**config.mk**
```make
export PLATFORM = sky130hd
export DESIGN_NAME = cam_capture
export DESIGN_NICKNAME = d
export VERILOG_FILES = /design/src/rtl/cam_capture.sv
export SDC_FILE = /design/constraint.sdc
export NUM_CORES = 1
export LEC_CHECK = 0
export CORE_MARGIN = 8
export CORE_UTILIZATION = 52
export CTS_CLUSTER_SIZE = 10
export DETAILED_ROUTE_END_ITERATION = 6
export HOLD_SLACK_MARGIN = 0.12
export PLACE_DENSITY_LB_ADDON = 0.12
export SLEW_MARGIN = 20
export SYNTH_ARGS = -nofsm -noshare
export SYNTH_HDL_FRONTEND = slang
export SYNTH_SLANG_ARGS = --single-unit
```
**constraint.sdc**
```tcl
create_clock -name i_clk -period 2 [get_ports i_clk]
set_input_delay 0.6 -clock i_clk [delete_from_list [all_inputs] [get_ports i_clk]]
set_output_delay 0.6 -clock i_clk [all_outputs]
set_load 0.02 [all_outputs]
```
**src/rtl/cam_capture.sv**
```systemverilog
// cam_capture: captures one camera frame (two bytes per pixel, href-qualified
// lines, vsync-delimited frames) into a linear frame buffer through a simple
// write-strobe port. Capture is armed by i_start and always begins at the
// next clean vsync falling edge.
//
// Optional feature: define CAM_CAPTURE_OVERFLOW_EN to build the sticky
// o_overflow flag. Without it, o_overflow is a constant 0.
module cam_capture #(
  parameter int WIDTH = 12,
  parameter int DEPTH = 640 * 480
) (
  input  logic                     i_clk,
  input  logic                     i_rst,
  input  logic                     i_start,
  input  logic                     i_vsync,
  input  logic                     i_href,
  input  logic [7:0]               i_data,
  output logic                     o_wr,
  output logic [$clog2(DEPTH)-1:0] o_wr_addr,
  output logic [WIDTH-1:0]         o_wr_data,
  output logic                     o_busy,
  output logic                     o_frame_done,
  output logic                     o_overflow
);

  localparam int AW = $clog2(DEPTH);
  localparam int CW = AW + 1;
  localparam logic [AW-1:0] LAST_ADDR = AW'(DEPTH - 1);
  localparam logic [CW-1:0] DEPTH_CNT = CW'(DEPTH);

  typedef enum logic [1:0] {
    ST_IDLE    = 2'd0,
    ST_WAIT_VS = 2'd1,
    ST_CAPTURE = 2'd2
  } state_t;

  state_t state_q, state_d;

  logic          vs_q, vs_d;
  logic          phase_q, phase_d;
  logic [7:0]    byte_q, byte_d;
  logic          end_pend_q, end_pend_d;
  logic          wr_q, wr_d;
  logic [WIDTH-1:0] wr_data_q, wr_data_d;
  logic [AW-1:0] addr_q, addr_d;
  logic [CW-1:0] cnt_q, cnt_d;
  logic          busy_q, busy_d;
  logic          frame_done_q, frame_done_d;

  logic vs_fall_s;
  logic vs_rise_s;
  logic capturing_s;
  logic pix_done_s;
  logic frame_end_s;
  logic arm_s;
  logic frame_start_s;
  logic room_s;

  // Pixel word: high byte arrives first; keep only the low WIDTH bits.
  function automatic logic [WIDTH-1:0] pack_pixel(input logic [7:0] hi, input logic [7:0] lo);
    return WIDTH'({hi, lo});
  endfunction

  assign vs_fall_s     = vs_q & ~i_vsync;
  assign vs_rise_s     = ~vs_q & i_vsync;
  // The extra cycle after a vsync rise that carried a final byte is not a sampling cycle.
  assign capturing_s   = (state_q == ST_CAPTURE) & ~end_pend_q;
  assign pix_done_s    = capturing_s & i_href & phase_q;
  // A frame ends on vsync rise, deferred by one cycle when that rise also completes a pixel.
  assign frame_end_s   = (state_q == ST_CAPTURE) & (end_pend_q | (vs_rise_s & ~pix_done_s));
  assign arm_s         = (state_q == ST_IDLE) & i_start;
  assign frame_start_s = (state_q == ST_WAIT_VS) & vs_fall_s;
  assign room_s        = (cnt_q < DEPTH_CNT);

  // State register.
  always_ff @(posedge i_clk) begin
    if (i_rst) begin
      state_q <= ST_IDLE;
    end else begin
      state_q <= state_d;
    end
  end

  // Next-state logic; i_start is only consulted when idle or at a frame boundary.
  always_comb begin
    state_d = state_q;
    case (state_q)
      ST_IDLE: begin
        if (i_start) state_d = ST_WAIT_VS;
        else         state_d = ST_IDLE;
      end
      ST_WAIT_VS: begin
        if (vs_fall_s) state_d = ST_CAPTURE;
        else           state_d = ST_WAIT_VS;
      end
      ST_CAPTURE: begin
        if (frame_end_s) begin
          if (i_start) state_d = ST_WAIT_VS;
          else         state_d = ST_IDLE;
        end else begin
          state_d = ST_CAPTURE;
        end
      end
      default: state_d = ST_IDLE;
    endcase
  end

  // Output and datapath next values: byte pairing, write strobe, address/count.
  always_comb begin
    vs_d         = i_vsync;
    phase_d      = 1'b0;
    byte_d       = byte_q;
    end_pend_d   = 1'b0;
    wr_d         = 1'b0;
    wr_data_d    = wr_data_q;
    addr_d       = addr_q;
    cnt_d        = cnt_q;
    busy_d       = (state_d != ST_IDLE);
    frame_done_d = frame_end_s;

    // Byte phase toggles per href byte; drops back to 0 between lines and at frame end.
    if (capturing_s && i_href && !vs_rise_s) begin
      phase_d = ~phase_q;
      if (!phase_q) byte_d = i_data;
      else          byte_d = byte_q;
    end else begin
      phase_d = 1'b0;
    end

    if (capturing_s && vs_rise_s && pix_done_s) begin
      end_pend_d = 1'b1;
    end else begin
      end_pend_d = 1'b0;
    end

    // Only the first DEPTH pixels of a frame reach the buffer.
    if (pix_done_s && room_s) begin
      wr_d      = 1'b1;
      wr_data_d = pack_pixel(byte_q, i_data);
      cnt_d     = cnt_q + CW'(1);
    end else begin
      wr_d      = 1'b0;
    end

    // Address advances after each write and saturates; restarts at arm and frame start.
    if (arm_s || frame_start_s) begin
      addr_d = '0;
      cnt_d  = '0;
    end else if (wr_q && (addr_q != LAST_ADDR)) begin
      addr_d = addr_q + AW'(1);
    end else begin
      addr_d = addr_q;
    end
  end

  // Datapath and output registers.
  always_ff @(posedge i_clk) begin
    if (i_rst) begin
      vs_q         <= 1'b0;
      phase_q      <= 1'b0;
      byte_q       <= 8'h00;
      end_pend_q   <= 1'b0;
      wr_q         <= 1'b0;
      wr_data_q    <= '0;
      addr_q       <= '0;
      cnt_q        <= '0;
      busy_q       <= 1'b0;
      frame_done_q <= 1'b0;
    end else begin
      vs_q         <= vs_d;
      phase_q      <= phase_d;
      byte_q       <= byte_d;
      end_pend_q   <= end_pend_d;
      wr_q         <= wr_d;
      wr_data_q    <= wr_data_d;
      addr_q       <= addr_d;
      cnt_q        <= cnt_d;
      busy_q       <= busy_d;
      frame_done_q <= frame_done_d;
    end
  end

  assign o_wr         = wr_q;
  assign o_wr_addr    = addr_q;
  assign o_wr_data    = wr_data_q;
  assign o_busy       = busy_q;
  assign o_frame_done = frame_done_q;

`ifdef CAM_CAPTURE_OVERFLOW_EN
  logic ovf_q, ovf_d;

  // Sticky overflow: set by a completed pixel beyond DEPTH, cleared at the next frame start.
  always_comb begin
    ovf_d = ovf_q;
    if (frame_start_s) begin
      ovf_d = 1'b0;
    end else if (pix_done_s && !room_s) begin
      ovf_d = 1'b1;
    end else begin
      ovf_d = ovf_q;
    end
  end

  // Overflow flag register.
  always_ff @(posedge i_clk) begin
    if (i_rst) begin
      ovf_q <= 1'b0;
    end else begin
      ovf_q <= ovf_d;
    end
  end

  assign o_overflow = ovf_q;
`else
  assign o_overflow = 1'b0;
`endif

endmodule

```
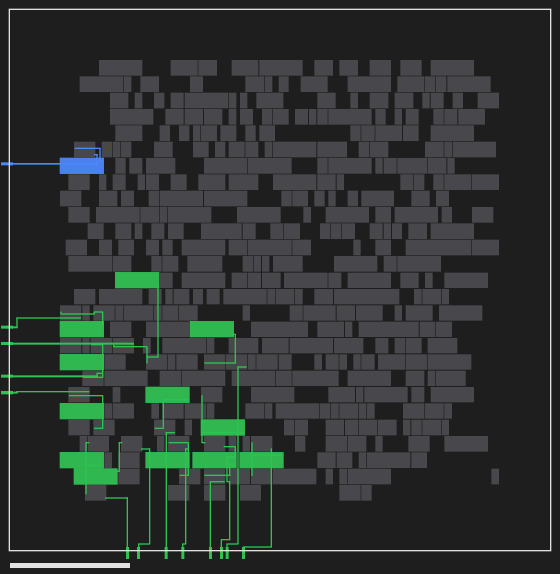
Figure 1: run 1, wires at chosen ports, followed through buffers.
The bar under the picture is 20 microns long.
colour	port	bits	direction	end cells	buffers	wire
green	`o_wr_data`	12	output	12	12	356 microns
blue	`o_busy`	1	output	1	1	22.7 microns
I/O Pins: 48
Port Buffers: 46

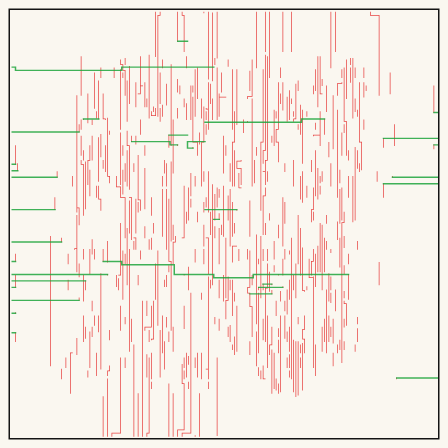
Figure 2: run 1, wiring by layer.
Only two layers are drawn.
colour	layer	wire length
green	metal 3	309 microns
red	metal 2	2810 microns
aggregate global-route resource usage: 14.9%
Post-Route WL: 5950 microns

==> run summary, run 1 <==
run metrics: outcome=complete, no violations, Avg Cell Area, Syn=roughly 9.3 sq um, Yosys top cell area share=44.5%, inverter count=8, skew final=0.00902 ns, CP Depth=1, Top logic family=simple AND/OR/NAND/NOR gates, total of max-cap violations=0, syn_nets=319, P_clk=1.20 mW, setup slack at placement=-0.330 ns, Inst Count DP=around 420, clk_buf instances=11, Seq/total area=33.9%, Worst R2R Start=cnt_q[14], fin util=just under 70%, Top Layout Cells=63 x dfxtp_1, 49 x nor2_1, 30 x clkdlybuf4s50_1, sw frac=between 20% and 30%, Pleak=~1.4 nW, # clock sinks=around 63, NumNets Final=379, Comb/total area=around two fifths, AND-OR/OR-AND share of the synthesized area=a little under a tenth, Multiplexer share=under 10%, Min Hold Slack=0.495 ns, Post-synth EDFFs=0, Core Area=~5400 sq um, Vias/cell=approximately 5.3, placer's final routability congestion estimate=~0.76, unrepaired setup endpoints after global routing=true, hold endpoint=o_wr_data[7], kind of end point of the critical path=output port, combinational power=0.102 mW, buffer share of cell area=between 10% and 20%, Post-synth area hogs=dfxtp_1 44%, nor2_1 6.5%, xnor2_1 6.2%, Final Hold Vio Count=0, power density cells=688 nW/um^2, Synth Area in Adders=0.882%, total power=approximately 2.6 mW, slowest stage cell, crit path=clkdlybuf4s50_1, Hold Path Cell Cnt=2, Fill cells=420, critical path data required time=~1.4 ns, die area=8070 sq um, worst hold path class=flip-flop to flip-flop, crit path DAT=~1.3 ns, DR vias=roughly 2300, Max power group=sequential cells, Yosys cell types=around 50, Seq/Total Area, Yosys=between 40% and 50%, Synth Instances=~300, maximum buffer depth of the clock tree=2, drt first pass iters=4, MI comb cells=between 200 and 250, clock power share=46.7%, Yosys chip area=between 2000 and 3000 sq um, first-pass GRT wire length=roughly 10000 microns, vias in the first global route=~2200, Clock buf/inv share=5.68%, DP Area=3460 sq um, GRT overflow=0, flops & latches, synth=between 60 and 70, Sw Pwr=between 0.5 and 0.6 mW, TritonCTS buffer count=9, pin count of the biggest net entering global routing=29, Simple Share, Synth=between 20% and 30%, mapped cell area=between 2000 and 3000 sq um, tap cells=between 70 and 80, Setup-failing EPs final=0, most frequent cells after synthesis=63 x dfxtp_1, 49 x nor2_1, 20 x xnor2_1, 17 x mux2i_1, flip-flops=63, Wirelength per Cell=roughly 14 microns, FP Rows=27, total tool warning count=27, Synth area leader=dfxtp_1, final worst slack=roughly 0.073 ns, Top cell excl fill/tap=dfxtp_1, post-route cell area=roughly 3700 sq um, Yosys top cell by instances=dfxtp_1, DRC=0, # diodes=0, Crit Path Class=flip-flop to output port, Clock transition at path regs=0.07 ns, Slew Limit Headroom=between 60% and 70%, Final Slew Violations=0, cell total in the yosys stat output=roughly 300, Peak Freq=519 MHz, FF/Latch Area=1260 sq um, crit-path max FO=4, CTS tree=built, Combinational Power Share=~4%, crit path from=o_wr_addr[10], DP HPWL=around 4100 microns, hold_sp=o_wr_data[7], Root Buffer=clkbuf_8, sequential share of power=approximately half, Setup Fix Bufs, Post-CTS=0, Dominant flop cell=dfxtp_1, Max VDD drop=roughly 500 uV, Buf/Inv on CP=1, Power Sequential=1.26 mW, initial antenna violation count=0, Comb area=approximately 1500 sq um, clk ins delay skew pair=between 0.3 and 0.4 ns, max incr delay on CP=about 0.62 ns, Pint=2.04 mW, ys async rst share=0%, Die Height=89.9 microns, CP cell instances=clkdlybuf4s50_1, area grow syn2layout=31.2%, Antenna Nets Post-Route=0, final instance count without filler cells=roughly 440, Non-clock buffers=62, synth warn=0, initial DRC count=126, die width=about 90 microns, hold buffers post-CTS=0, Biggest Area Class=combinational gates, XORs/XNORs by Area=roughly 7.1%, number of gates resized after cts=6, total negative slack=0 ns, fraction of layout cells with a size suffix above 1=14.7%, cells on worst reg2reg path=6, starting density of the core=between 50% and 60%, CP endpoint=o_wr_addr[10], Critical Path Start Type=flip-flop, Tmin final=a little under 2 ns, H-tree levels=3, Worst R2R End=cnt_q[7], cell family with most CP delay=buffers and inverters, Worst R2R Setup Slack=0.16 ns
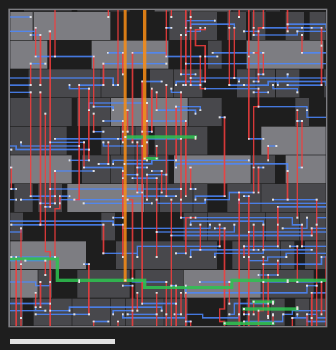
Figure 3: run 1, layout detail.
The bar under the picture is 10 microns long. Region (30, 30) to (60, 60) microns. Cells in grey, sequential cells in the stronger grey; small squares are vias.
colour	layer
orange	metal 4
blue	metal 1
green	metal 3
red	metal 2
sequential cells in the window	11
netlist names of flops here include	`cnt_q` (7)
most frequent	dfxtp_1 (11), nor2_1 (9), xnor2_1 (5)
cells with their middle in the window	66

-- run 1: per-layer routing --
layer | vias to the layer above | wire length, microns | GRT usage (%) | share of wire [%]
li1 | 1188 | - | - | -
met1 | 1098 | 2740 | 17.7 | 46
met2 | 40 | 2810 | 23.7 | 47
met3 | 8 | 308 | 6.65 | 5.2
met4 | 0 | 83 | 4.44 | 1.4
met5 | - | 0 | 0 | 0
-- run 1: sequential cells by signal (all words and copies together) (netlist names) --
register / count
vs_q: 1
end_pend_q: 1
byte_q: 4
state_q: 2
o_wr_data: 12
o_frame_done: 1
o_wr_addr: 19
o_wr: 1
phase_q: 1
cnt_q: 20
o_busy: 1
## Run 2: what changed since run 1
- CAP_MARGIN: not set -> 20
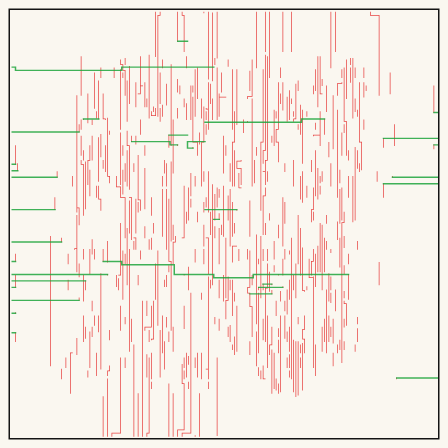
Figure 4: run 2, wiring by layer.
Only two layers are drawn.
colour	layer	wire length
green	metal 3	309 microns
red	metal 2	2810 microns
Wirelength per Cell: 13.5 microns
DR vias: 2334

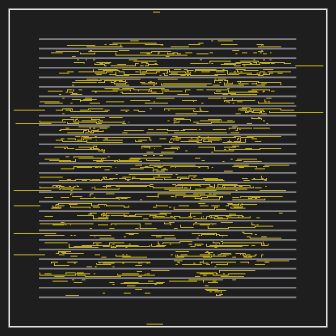
Figure 5: run 2, M1 wires.
Supply wires on this layer in grey.
longest straight run	20.2 microns
share of all routed wire	46%
main direction	horizontal
met1 usage: 17.7%

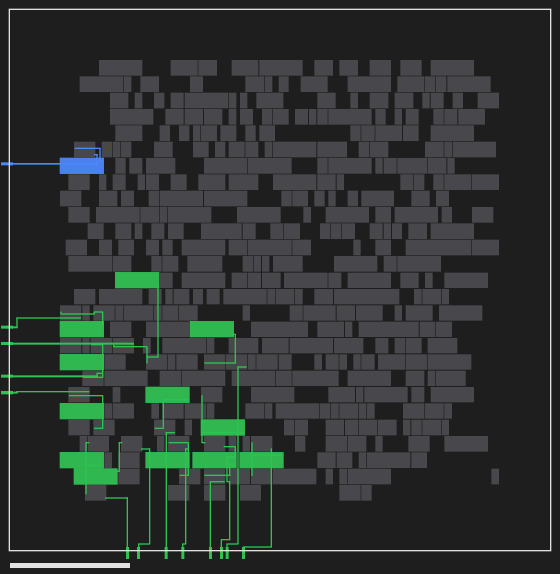
Figure 6: run 2, wires at chosen ports, followed through buffers.
The bar under the picture is 20 microns long.

==> run summary, run 2 <==
run metrics: outcome=complete, no violations (unchanged), Slew Limit Headroom=66.2% (unchanged), skew final=0.00902 ns (unchanged), Inst Count DP=424 (unchanged), unrepaired setup endpoints after global routing=true (unchanged), Crit Path Class=flip-flop to output port (unchanged), Yosys top cell area share=44.5% (unchanged), die width=89.9 microns (unchanged), Max power group=sequential cells (unchanged), clock power share=46.7% (about the same), Setup Fix Bufs, Post-CTS=0 (unchanged), cell family with most CP delay=buffers and inverters (unchanged), cycle use final=96.4% (unchanged), fin util=69.3% (unchanged), final instance count without filler cells=440 (unchanged), vias in the first global route=2211 (unchanged), Yosys cell types=50 (unchanged), total negative slack=0 ns (unchanged), Buf/Inv on CP=1 (unchanged), # diodes=0 (unchanged), DP HPWL=4120 microns (unchanged), sequential share of power=49.3% (about the same), clk ins delay skew pair=0.34 ns (about the same), Pleak=1.44 nW (unchanged), Vias/cell=5.30 (unchanged), Final Hold Vio Count=0 (unchanged), FF/Latch Area=1260 sq um (unchanged), Comb area=1510 sq um (unchanged), crit path DAT=1.33 ns (about the same), met2 Track Usage GR=23.7% (unchanged), critical path data required time=1.40 ns (about the same), first-pass GRT wire length=10100 microns (unchanged), hold buffers post-CTS=0 (unchanged), Seq/Total Area, Yosys=44.5% (unchanged), fraction of layout cells with a size suffix above 1=14.7% (unchanged), Avg Cell Area, Syn=9.33 sq um (unchanged), Yosys chip area=2840 sq um (unchanged), maximum buffer depth of the clock tree=2 (unchanged), Root Buffer=clkbuf_8 (unchanged), Die Height=89.9 microns (unchanged), Core Area=5370 sq um (unchanged), GRT overflow=0 (unchanged), combinational power=0.102 mW (about the same), initial antenna violation count=0 (unchanged), Antenna Nets Post-Route=0 (unchanged), Hold Path Cell Cnt=2 (unchanged), Sw Pwr=0.527 mW (unchanged), Largest Register=cnt_q (unchanged), Pint=2.04 mW (unchanged), setup slack at placement=-0.330 ns (unchanged), syn_nets=319 (unchanged), Clock transition at path regs=0.07 ns (about the same), Power Sequential=1.26 mW (about the same), DRC=0 (unchanged), area grow syn2layout=31.2% (unchanged), total of max-cap violations=0 (unchanged), M3 GR Usage=6.65% (unchanged), Setup-failing EPs final=0 (unchanged), Max VDD drop=502 uV (unchanged), Min Hold Slack=0.495 ns (unchanged), FP Rows=27 (unchanged), Worst R2R End=cnt_q[7] (unchanged), TritonCTS buffer count=9 (unchanged), aggregate global-route resource usage=14.9% (unchanged), placer's final routability congestion estimate=0.757 (unchanged), CP endpoint=o_wr_addr[10] (unchanged), NumNets Final=379 (unchanged), sw frac=20.6% (unchanged), mapped cell area=2840 sq um (unchanged), CP cell instances=clkdlybuf4s50_1 (unchanged), cell total in the yosys stat output=304 (unchanged), Post-synth area hogs=dfxtp_1 44%, nor2_1 6.5%, xnor2_1 6.2% (unchanged), total power=2.56 mW (unchanged), drt first pass iters=4 (unchanged), GRT busiest layer=met2 (unchanged), total tool warning count=27 (unchanged), hold_sp=o_wr_data[7] (unchanged), pin count of the biggest net entering global routing=29 (unchanged), worst slew pin tran=0.507 ns (unchanged), Tmin final=1.93 ns (unchanged), crit-path max FO=4 (unchanged), max FFs per register=20 (unchanged), P_clk=1.20 mW (about the same), Worst R2R Setup Slack=0.16 ns (about the same), max incr delay on CP=0.62 ns (about the same), Synth Instances=304 (unchanged), Combinational Power Share=4.0% (about the same), initial DRC count=126 (unchanged), cells on worst reg2reg path=6 (unchanged), CTS tree=built (unchanged), Top Layout Cells=63 x dfxtp_1, 49 x nor2_1, 30 x clkdlybuf4s50_1 (unchanged), Yosys top cell by instances=dfxtp_1 (unchanged), H-tree levels=3 (unchanged), crit path from=o_wr_addr[10] (unchanged), Fill cells=420 (unchanged), post-route cell area=3720 sq um (unchanged), final worst slack=0.0727 ns (unchanged), slowest stage cell, crit path=clkdlybuf4s50_1 (unchanged), die area=8070 sq um (unchanged), Worst R2R Start=cnt_q[14] (unchanged), kind of end point of the critical path=output port (unchanged), hold endpoint=o_wr_data[7] (unchanged), Post-Route WL=5950 microns (unchanged), synth warn=0 (unchanged), Post-synth EDFFs=0 (unchanged), starting density of the core=52.8% (unchanged), power density cells=688 nW/um^2 (unchanged), most frequent cells after synthesis=63 x dfxtp_1, 49 x nor2_1, 20 x xnor2_1, 17 x mux2i_1 (unchanged), DP Area=3460 sq um (unchanged), Synth area leader=dfxtp_1 (unchanged), # clock sinks=63 (unchanged), I/O Pins=48 (unchanged), ys async rst share=0% (unchanged), flops & latches, synth=63 (unchanged), Critical Path Start Type=flip-flop (unchanged), number of gates resized after cts=6 (unchanged), Peak Freq=519 MHz (unchanged), worst hold path class=flip-flop to flip-flop (unchanged), Top cell excl fill/tap=dfxtp_1 (unchanged), Port Buffers=46 (unchanged), Final Slew Violations=0 (unchanged), Dominant flop cell=dfxtp_1 (unchanged), CP Depth=1 (unchanged)
[run 2: cell counts in the layout (fill, tap and decap cells not counted)]
Identical to the previous run, type by type.
[run 2: kinds of logic after synthesis]
family | Yosys count | synth area share [%]
and+or+nand+nor | 138 | 28.2
DFF | 63 | 44.5
xor gates and xnor gates | 23 | 7.10
AOI/OAI and AO/OA | 38 | 9.53
other | 1 | 0.132
adders and majority gates | 2 | 0.882
muxes | 17 | 6.00
buffers and inverters | 22 | 3.66
[run 2: area by class of cell]
cell class              instances  area share [%]
clock inverters                 4            1.88
well taps                      72            2.42
clock buffers                  11            3.80
repair buffers                 62            16.7
inverters                       8           0.807
flip-flops and latches         63            33.9
multi-input cells             220            40.5
[run 2: layer usage]
metal,vias up,wire [microns]
met5,-,0
met4,0,83
met3,8,308
met2,40,2810
met1,1098,2740
li1,1188,-
Power is estimated from default activity; no workload was simulated.
